Congestion heat map:
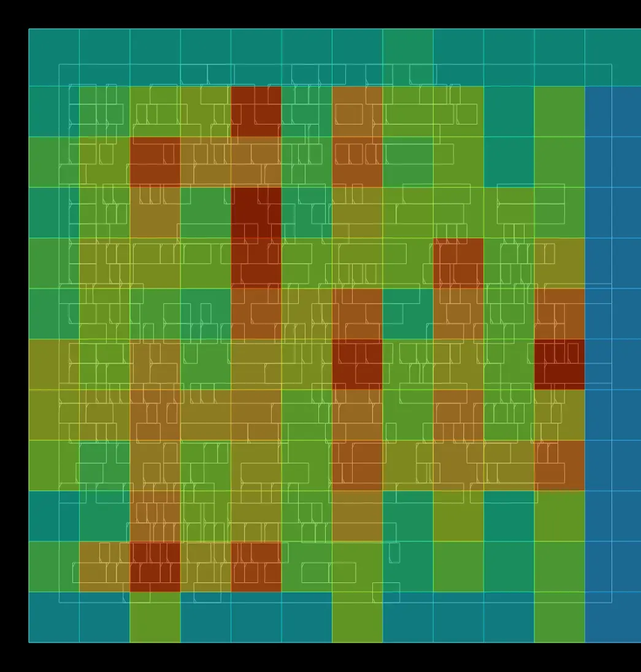
Drive-strength map:
Bar = 20 um.
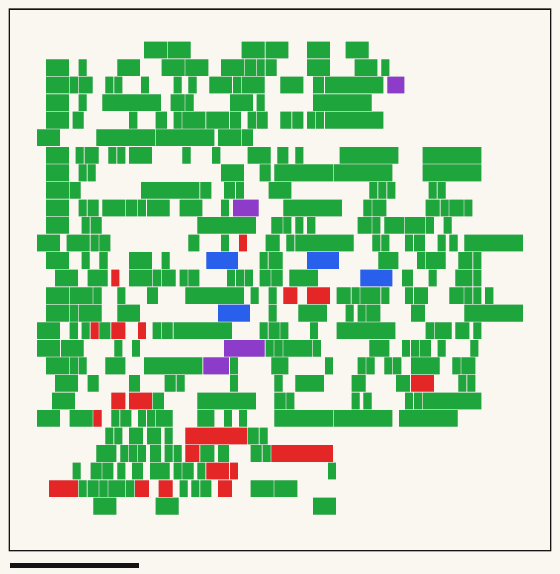
## config.mk

```make
export PLATFORM = sky130hd
export DESIGN_NAME = uart_tx_arbiter
export DESIGN_NICKNAME = d
export VERILOG_FILES = /design/src/rtl/uart_tx_arbiter.sv
export SDC_FILE = /design/constraint.sdc
export NUM_CORES = 1
export LEC_CHECK = 0
export ABC_AREA = 1
export CAP_MARGIN = 20
export CORE_MARGIN = 4
export CORE_UTILIZATION = 35
export DETAILED_ROUTE_END_ITERATION = 7
export PLACE_DENSITY = 0.63
export SLEW_MARGIN = 40
export SYNTH_ARGS = -nofsm -noshare
export SYNTH_HDL_FRONTEND = slang
export SYNTH_SLANG_ARGS = --single-unit
```

## constraint.sdc

```tcl
create_clock -name clk -period 6.9 [get_ports clk]
set_clock_uncertainty 0.2 [all_clocks]
set_input_delay 1.38 -clock clk [delete_from_list [all_inputs] [get_ports clk]]
set_output_delay 1.38 -clock clk [all_outputs]
set_load 0.005 [all_outputs]
```

## src/rtl/uart_tx_arbiter.sv

```systemverilog
// Round-robin arbiter that shares one tick-driven UART byte transmitter between
// NUM_REQ packet producers, holding each grant for a whole packet or until a stall timeout.
module uart_tx_arbiter #(
  parameter int NUM_REQ = 4,
  parameter int TIMEOUT = 1024
) (
  input  logic                       clk,
  input  logic                       reset,
  input  logic [NUM_REQ-1:0]         req_valid,
  input  logic [8*NUM_REQ-1:0]       req_data,
  input  logic [NUM_REQ-1:0]         req_last,
  output logic [NUM_REQ-1:0]         req_ready,
  output logic                       tx_start,
  output logic [7:0]                 tx_data,
  input  logic                       tx_busy,
  input  logic                       tx_done,
  output logic                       grant_active,
  output logic [$clog2(NUM_REQ)-1:0] grant_id,
  output logic                       timeout_err
);

  localparam int IdW  = $clog2(NUM_REQ);
  localparam int CntW = $clog2(TIMEOUT);
  localparam logic [IdW-1:0]  LastReset = IdW'(NUM_REQ - 1);
  localparam logic [CntW-1:0] StallMax  = CntW'(TIMEOUT - 1);

  typedef enum logic [1:0] {
    IDLE,
    SEND,
    WAIT
  } state_t;

  state_t          state_q, state_d;
  logic [IdW-1:0]  grant_id_q, grant_id_d;
  logic [IdW-1:0]  last_grant_q, last_grant_d;
  logic            grant_active_q, grant_active_d;
  logic            tx_start_q, tx_start_d;
  logic [7:0]      tx_data_q, tx_data_d;
  logic            timeout_err_q, timeout_err_d;
  logic            pkt_last_q, pkt_last_d;
  logic [CntW-1:0] stall_cnt_q, stall_cnt_d;

  logic            pick_valid;
  logic [IdW-1:0]  pick_id;
  logic            owner_valid;
  logic            owner_last;
  logic [7:0]      owner_data;

  // First valid requester scanning upward from the one after the most recent owner.
  always_comb begin
    pick_valid = 1'b0;
    pick_id    = last_grant_q;
    for (int k = 1; k <= NUM_REQ; k++) begin
      for (int i = 0; i < NUM_REQ; i++) begin
        if (!pick_valid && req_valid[i] && (i == (int'(last_grant_q) + k) % NUM_REQ)) begin
          pick_valid = 1'b1;
          pick_id    = IdW'(i);
        end
      end
    end
  end

  always_comb begin
    owner_valid = 1'b0;
    owner_last  = 1'b0;
    owner_data  = 8'h00;
    for (int i = 0; i < NUM_REQ; i++) begin
      if (grant_id_q == IdW'(i)) begin
        owner_valid = req_valid[i];
        owner_last  = req_last[i];
        owner_data  = req_data[8*i +: 8];
      end
    end
  end

  always_comb begin
    state_d        = state_q;
    grant_id_d     = grant_id_q;
    last_grant_d   = last_grant_q;
    grant_active_d = grant_active_q;
    tx_start_d     = 1'b0;
    tx_data_d      = tx_data_q;
    timeout_err_d  = 1'b0;
    pkt_last_d     = pkt_last_q;
    stall_cnt_d    = stall_cnt_q;
    req_ready      = '0;

    case (state_q)
      IDLE: begin
        if (pick_valid) begin
          grant_id_d     = pick_id;
          grant_active_d = 1'b1;
          stall_cnt_d    = '0;
          state_d        = SEND;
        end
      end
      SEND: begin
        req_ready[grant_id_q] = !tx_busy;
        if (owner_valid && !tx_busy) begin
          tx_data_d  = owner_data;
          pkt_last_d = owner_last;
          tx_start_d = 1'b1;
          state_d    = WAIT;
        end else if (stall_cnt_q == StallMax) begin
          // The partial packet is dropped; the rest of it is never sent.
          timeout_err_d  = 1'b1;
          grant_active_d = 1'b0;
          last_grant_d   = grant_id_q;
          state_d        = IDLE;
        end else begin
          stall_cnt_d = stall_cnt_q + CntW'(1);
        end
      end
      WAIT: begin
        if (tx_done) begin
          if (pkt_last_q) begin
            grant_active_d = 1'b0;
            last_grant_d   = grant_id_q;
            state_d        = IDLE;
          end else begin
            stall_cnt_d = '0;
            state_d     = SEND;
          end
        end
      end
      default: state_d = IDLE;
    endcase
  end

  always_ff @(posedge clk or posedge reset) begin
    if (reset) begin
      state_q        <= IDLE;
      grant_id_q     <= '0;
      last_grant_q   <= LastReset;
      grant_active_q <= 1'b0;
      tx_start_q     <= 1'b0;
      tx_data_q      <= 8'h00;
      timeout_err_q  <= 1'b0;
      pkt_last_q     <= 1'b0;
      stall_cnt_q    <= '0;
    end else begin
      state_q        <= state_d;
      grant_id_q     <= grant_id_d;
      last_grant_q   <= last_grant_d;
      grant_active_q <= grant_active_d;
      tx_start_q     <= tx_start_d;
      tx_data_q      <= tx_data_d;
      timeout_err_q  <= timeout_err_d;
      pkt_last_q     <= pkt_last_d;
      stall_cnt_q    <= stall_cnt_d;
    end
  end

  assign tx_start     = tx_start_q;
  assign tx_data      = tx_data_q;
  assign grant_active = grant_active_q;
  assign grant_id     = grant_id_q;
  assign timeout_err  = timeout_err_q;

endmodule

```

==> results_tabular.tex <==
% Synthesis and place-and-route results
\begin{tabular}{lr}
\hline
Metric & Value \\
\hline
\multicolumn{2}{l}{\textbf{Global route}} \\
Antenna violations before repair & 0 \\
Largest net degree at the start of global routing & 29 \\
Global-route total usage across every layer & 0.1587 \\
Wire length of the first global-routing pass & approximately 9400 um \\
\multicolumn{2}{l}{\textbf{Worst setup path}} \\
Worst Setup Path Type & in2out \\
Reg2reg setup slack & around 3.8 ns \\
Crit path arrival time & between 2 and 3 ns \\
Critical path buffer and inverter count & 3 \\
Most frequent cell on the critical path & sky130\_fd\_sc\_hd\_\_clkdlybuf4s50\_1 \\
Crit path capture type & primary output \\
Required time at the endpoint of the critical path & between 5 and 6 ns \\
Worst reg2reg startpoint & grant\_id[0] \\
Peak fanout along the critical path & 4 \\
Number of cells on the worst reg-to-reg path & 10 \\
Worst flop-to-flop path endpoint & stall\_cnt\_q[5] \\
Family with the most delay on the worst path & buffers and inverters \\
\multicolumn{2}{l}{\textbf{Run}} \\
Tool warnings & 29 \\
Max-cap violations & 0 \\
\multicolumn{2}{l}{\textbf{Cells and area}} \\
Fraction of layout cells with a size suffix above 1 & 0.08092 \\
FF+latch area & $\sim$700 um2 \\
Logic area & approximately 1200 um2 \\
Final Net Count & 396 \\
Commonest non-fill, non-tap cells in the layout & sky130\_fd\_sc\_hd\_\_nand2\_1 (100), sky130\_fd\_sc\_hd\_\_clkdlybuf4s50\_1 (60), sky130\_fd\_sc\_hd\_\_dfrtp\_1 (26) \\
Fill count & approximately 580 \\
Most numerous logic cell after layout & sky130\_fd\_sc\_hd\_\_nand2\_1 \\
\multicolumn{2}{l}{\textbf{Worst hold path}} \\
Sink of the worst hold path & tx\_data[2] \\
Hold\_sp & tx\_data[2] \\
Hold/Removal Path Class & reg2reg \\
Worst Hold Depth & 2 \\
\multicolumn{2}{l}{\textbf{Place}} \\
Dpl hpwl & around 4000 um \\
Port Buffer Count & 60 \\
\multicolumn{2}{l}{\textbf{CTS}} \\
Max Root-Sink Buffers & 2 \\
CTS Root Cell & sky130\_fd\_sc\_hd\_\_clkbuf\_8 \\
Post-cts hold-fix buffer tally & 0 \\
Clock input transition at the sequential cells of the worst setup and hold paths & about 0.1 ns \\
\multicolumn{2}{l}{\textbf{Synthesis}} \\
Biggest area consumer among synthesized cells & sky130\_fd\_sc\_hd\_\_dfrtp\_1 \\
Synth Cell Area & between 2000 and 2500 um2 \\
Net Count, Synth & around 340 \\
Cell count after synthesis & just under 300 \\
Number of distinct library cells after synthesis & 39 \\
Flip-flops with a built-in enable & 0 \\
\multicolumn{2}{l}{\textbf{Floorplanning}} \\
Boundary Pins & a little over 60 \\
FP Util & 0.3622 \\
Placeable core region & 5540 um2 \\
\multicolumn{2}{l}{\textbf{Route}} \\
First-pass iteration count of the detailed router & 5 \\
\multicolumn{2}{l}{\textbf{Status}} \\
Status & complete, no violations \\
\multicolumn{2}{l}{\textbf{STA}} \\
TNS Setup & 0 ns \\
Max\_slew headroom & 0.5162 \\
Setup repair after global routing missed its margin & false \\
\hline
\end{tabular}
Back to the opening pictures, 'congestion heat map':
most crowded layer after global routing: met2
detail-routed net length per standard cell: 12.80 um
GR Util met3: 0.04442

Back to the opening pictures, 'drive-strength map':
Key: green = _0 and _1 cells [cells 318]; red = _2 cells [cells 20]; blue = _6 and larger [cells 4]; purple = _3 and _4 cells [cells 4]
Post-Layout Inst Area: 2719 um2
final setup slack of the worst path: 2.695 ns
Syn-to-layout area delta: 35.47%
number of non-clock buffers: 61

-- layout make-up --
class                      instances  area share
multi-input combinational        226      0.4271
sequential                        28      0.2586
timing repair buffer              61      0.2237
inverter                          27     0.03728
tap                               72     0.03313
clock buffer                       4     0.02025
-- per-stage QoR --
stage	worst slack [ns]	util	hold WS, ns	cells	total power [uW]
2_1_floorplan	3.665	-	0.2633	289	646.1
3_5_place_dp	2.715	0.4808	0.2651	414	832.0
6_report	2.695	0.4907	0.2825	418	931.5
3_3_place_gp	2.748	0.4808	0.2564	414	831.4
5_1_grt	2.642	0.4907	0.3291	418	1035
4_1_cts	2.700	0.4907	0.2906	418	940.4
-- cells by family after synthesis --
group,after synthesis,synth area share
AOI/OAI and AO/OA,30,0.08666
adders and majority gates,5,0.03117
buffers and inverters,35,0.07107
and+or+nand+nor,185,0.4345
DFF,28,0.3504
xor gates and xnor gates,6,0.02618
-- per-layer routing --
metal / up-vias / share of wire / global-route usage / wire length, um
li1: 1069 / - / - / -
met1: 920 / 0.47 / 0.2064 / 2507
met2: 45 / 0.47 / 0.2697 / 2510
met3: 2 / 0.058 / 0.04442 / 311
met4: 0 / 0.0043 / 0.01901 / 23
met5: - / 0 / 0 / 0
-- report_power, final --
part / switching (uW) / total (uW) / internal [uW]
Combinational: 314 / 542 / 229
Clock: 52.8 / 104 / 51.1
Sequential: 63.6 / 285 / 222
-- cells in the mapped netlist, types with 2 or more instances --
master,number
sky130_fd_sc_hd__nor3_1,6
sky130_fd_sc_hd__inv_1,21
sky130_fd_sc_hd__nor2_1,20
sky130_fd_sc_hd__a21oi_1,7
sky130_fd_sc_hd__nand3_1,19
sky130_fd_sc_hd__clkbuf_1,3
sky130_fd_sc_hd__xor2_1,5
sky130_fd_sc_hd__nand2_1,100
sky130_fd_sc_hd__nor2_2,6
sky130_fd_sc_hd__buf_2,3
sky130_fd_sc_hd__dfrtp_1,26
sky130_fd_sc_hd__o21ai_1,5
sky130_fd_sc_hd__nor3b_1,2
sky130_fd_sc_hd__ha_1,5
sky130_fd_sc_hd__nand3_2,3
sky130_fd_sc_hd__inv_2,6
sky130_fd_sc_hd__o21ai_0,10
sky130_fd_sc_hd__nor2_4,2
sky130_fd_sc_hd__nand4_1,19
sky130_fd_sc_hd__dfstp_2,2
-- worst max path at each step --
| stage | from | to | slack (ns) | cells after the start |
|---|---|---|---|---|
| final | tx_busy | req_ready[2] | 2.69 | 5 |
| after global routing | tx_busy | req_ready[0] | 2.64 | 5 |
| after CTS | tx_busy | req_ready[2] | 2.70 | 5 |
| after detailed placement | tx_busy | req_ready[2] | 2.72 | 5 |
| after global placement | tx_busy | req_ready[0] | 2.75 | 5 |
| after floorplan | tx_busy | req_ready[0] | 3.67 | 3 |
-- registers in the layout (all words and copies together), names as in the netlist, 2 cells and up --
| signal | cells |
|---|---|
| last_grant_q | 2 |
| state_q | 2 |
| stall_cnt_q | 10 |
| tx_data | 8 |
| grant_id | 2 |
-- worst reg2reg max path: cells and delay by family (launching register included) --
| kind | cells | cell delay [ns] |
|---|---|---|
| AND/OR/NAND/NOR | 7 | 1.84 |
| flip-flops | 1 | 0.62 |
| buffers and inverters | 1 | 0.07 |
| AND-OR/OR-AND | 2 | 0.30 |
Power and IR drop assume default switching activity.
